==> config.mk <==
export PLATFORM = sky130hd
export DESIGN_NAME = leitor_decimal
export DESIGN_NICKNAME = d
export VERILOG_FILES = /design/src/rtl/eq2_pkg.sv /design/src/rtl/debounce_tecla.sv /design/src/rtl/leitor_decimal.sv
export SDC_FILE = /design/constraint.sdc
export NUM_CORES = 1
export LEC_CHECK = 0
export CORE_MARGIN = 2
export CORE_UTILIZATION = 40
export CTS_BUF_LIST = sky130_fd_sc_hd__clkbuf_8
export DETAILED_ROUTE_END_ITERATION = 8
export PLACE_DENSITY_LB_ADDON = 0.3
export SYNTH_ARGS = -nofsm -noshare
export SYNTH_HDL_FRONTEND = slang
export SYNTH_HIERARCHICAL = 1
export SYNTH_SLANG_ARGS = --single-unit
==> constraint.sdc <==
create_clock -name clk -period 3.2 [get_ports clk]
set_clock_uncertainty 0.15 [all_clocks]
set_input_delay 0.32 -clock clk [delete_from_list [all_inputs] [get_ports clk]]
set_output_delay 0.32 -clock clk [all_outputs]
set_load 0.1 [all_outputs]
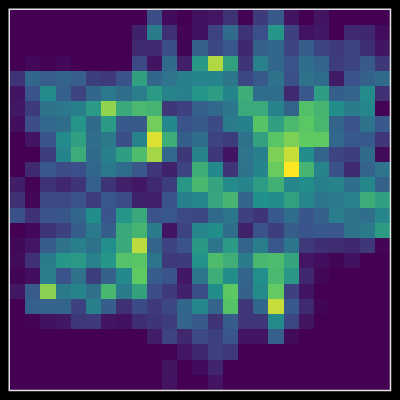
(images/route_heat.png)
Scale: 3 px per um. 25 x 25 tiles, from dark purple (low) to yellow (high), scaled to the fullest tile. Values are wire area over tile area, all layers added.
mean over tiles: 0.11
emptiest ninth of the die: south-east
nearly empty tiles: 25%
tiles over half the peak: 14%
fullest tile: 0.45
via count: 4,234
Total Wirelength: 11.65 mm
GRT Overall Usage: 0.1567
Wirelength per Cell: 14.46 um

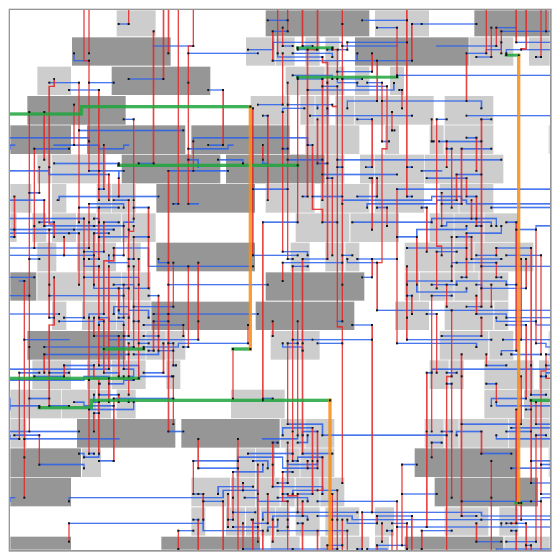
(images/closeup.png)
Window x 38 to 88, y 64 to 114 um. Cells in grey, sequential cells in the stronger grey; small squares are vias.
[M2] red
[M4] orange
[M3] green
[M1] blue
sequential cells in the window: 23
most frequent: dfrtp_1 (19), ha_1 (13), nand2_1 (12)
cells with their middle in the window: 141

==> qor.txt <==
First-pass GRT wire length: 20.45 mm
Clock slew at the register clock pins of the worst setup and hold paths: 60 ps
Clock buffer count from CTS: 17
Routed vias/inst: 5.253
Core region area: 14,590 um2
Worst Hold Depth: 1
Most frequent cell after synthesis: dfrtp_1
RSZ-0062 raised after global routing: false
Synth top cells by count: dfrtp_1 (107), nor2_1 (67), xnor2_1 (42), nand2_1 (37), ha_1 (31)
Synth warn: 6
ClkCell Share: 0.04649
Yosys cell count: 548
Fin Hold WS: 152.7 ps
Top power consumer group: sequential cells
Seq cells: 116
Cts hold-fix bufs: 0
Top Layer Used: met4
Post-route cell area: 6970 um2
Flop share of the area: 0.4202
Final worst slack: 215.4 ps
Vias in the first global route: 4,349
Clkbuf count: 20
FP Core Util: 0.4119
Routing usage on met1: 0.2061
Most frequent cells in the layout: dfrtp_1 (99), nor2_1 (67), xnor2_1 (42)
CP cell instances: inv_1 > fa_1 > inv_1 > fa_1 > a21o_1 > a221oi_2 > nor3_1 > or3_1 > a32o_1
Mapped Avg Cell Area: 10.97 um2
Most Crowded Layer GR: met2
Peak VDD IR: 0.2817 mV
Longest Clk Path Bufs: 2
Gpl congestion: 0.8052
CTS root buf: clkbuf_8
CTS tree: done
Yosys Chip Area: 6010 um2
# rows: 44
Combinational share of cell area: 0.4254
Met3 Wirelength: 396 um
Final Power: 0.002700 W
CP Launch Type: register
Worst r2r path cells: 9
Met2 Wirelength: 5.548 mm
Die X: 126.6 um
Aoi share: 0.08640
Sequential share of power: 0.558
Area fraction in xor and xnor cells: 0.07433
Required time worst endpoint: 3360 ps
Die height: 126.6 um
Max-cap viol count: 0
Met1 wire length: 5.621 mm
Gate Count Post-Synth: 548
Layout Utilization: 0.4778
Die area: 16,020 um2
Comb area leader: simple AND/OR/NAND/NOR gates
Area after DPL: 6646 um2
DRC: 0
Crit path DAT: 3150 ps
Drt pass-1 iters: 5
Io pins: 46
Share of cells above drive strength 1: 0.1849
Multi-input comb cells: 401
Fin crit period: 2985 ps
# H-tree levels: 4
Pre-CTS WS: 235.5 ps
Iteration-0 DRC Markers: 277
Combinational gate power: 0.0000813 W
Worst path depth: 9
Non-clk buf share: 0.06139
Flip-flops with a built-in enable: 0
Dominant cell type by area after synthesis: dfrtp_1
Power in the clock group: 0.00111 W
Setup bufs post-CTS: 0
FF-to-FF setup slack: 220 ps
P_sw: 0.0006165 W
Max-area cell share: 0.4456
Tcrit/Tclk final: 0.9327
Synth unique cells: 54
Post-Layout Cell Count: 806
Cell family with most CP delay: adder cells
Achievable Freq: 0.3351 GHz
Top_reg_cell synth: dfrtp_1
Diodes inserted: 0
Register area: 2929 um2
Area grow syn2layout: 15.99%
Sequential area share after synthesis: 0.4849
Mapped cell area: 6010 um2
Mux share: 0.04393
Sink Count: 116
Overflow after GRT: 0
Simple-Gate Area Share: 0.2176
Final antenna-violating net count: 0
Initial antenna violation count: 0
Pins over their slew limit: 0
Synth Net Count: 590
Clk pwr share: 0.412
Final Net Count: 652
HPWL Detailed: 8.237 mm
Status: complete, no violations
Yosys adder share: 0.07121
Crit path largest cell delay: 530 ps
Setup TNS: 0 ps
Async SR Flop Fraction: 1.000
Non-clk bufs: 49
Pint: 0.002084 W
Crit Path Class: reg -> reg
Critical Path Sink Type: register
Fill count: 1,301
Slowest CP cell: fa_1
Least-Margin Pin Slew: 976.2 ps
Switch share: 0.2283
Worst min-delay path class: in -> reg
Placed Instances: 775
Crit Path Max Fanout: 5
Tool warning count: 28
P per Cell Area: 387.4 nW/um2
Final Hold Fails: 0
Largest net degree at the start of global routing: 32
Top cell excl fill/tap: dfrtp_1
Setup violators final: 0
Grt met2 use: 0.2526
Biggest area cells: dfrtp_1 (45%), ha_1 (6.5%), xnor2_1 (6.1%), nor2_1 (4.2%), dfstp_2 (3.9%)
Synth Register Bits: 116
Late-Pin Clk Latency: 420 ps
Combinational gate area: 2965 um2
Top cell category: multi-input combinational cells
P_leak: 3.163 nW
Number of ordinary inverters in the final layout: 25
Slew headroom: 0.3472
Combinational share of power: 0.030
# Taps: 184
Grt met3 use: 0.04133
CP Buf/Inv Count: 2
Power is estimated from default activity; no workload was simulated.
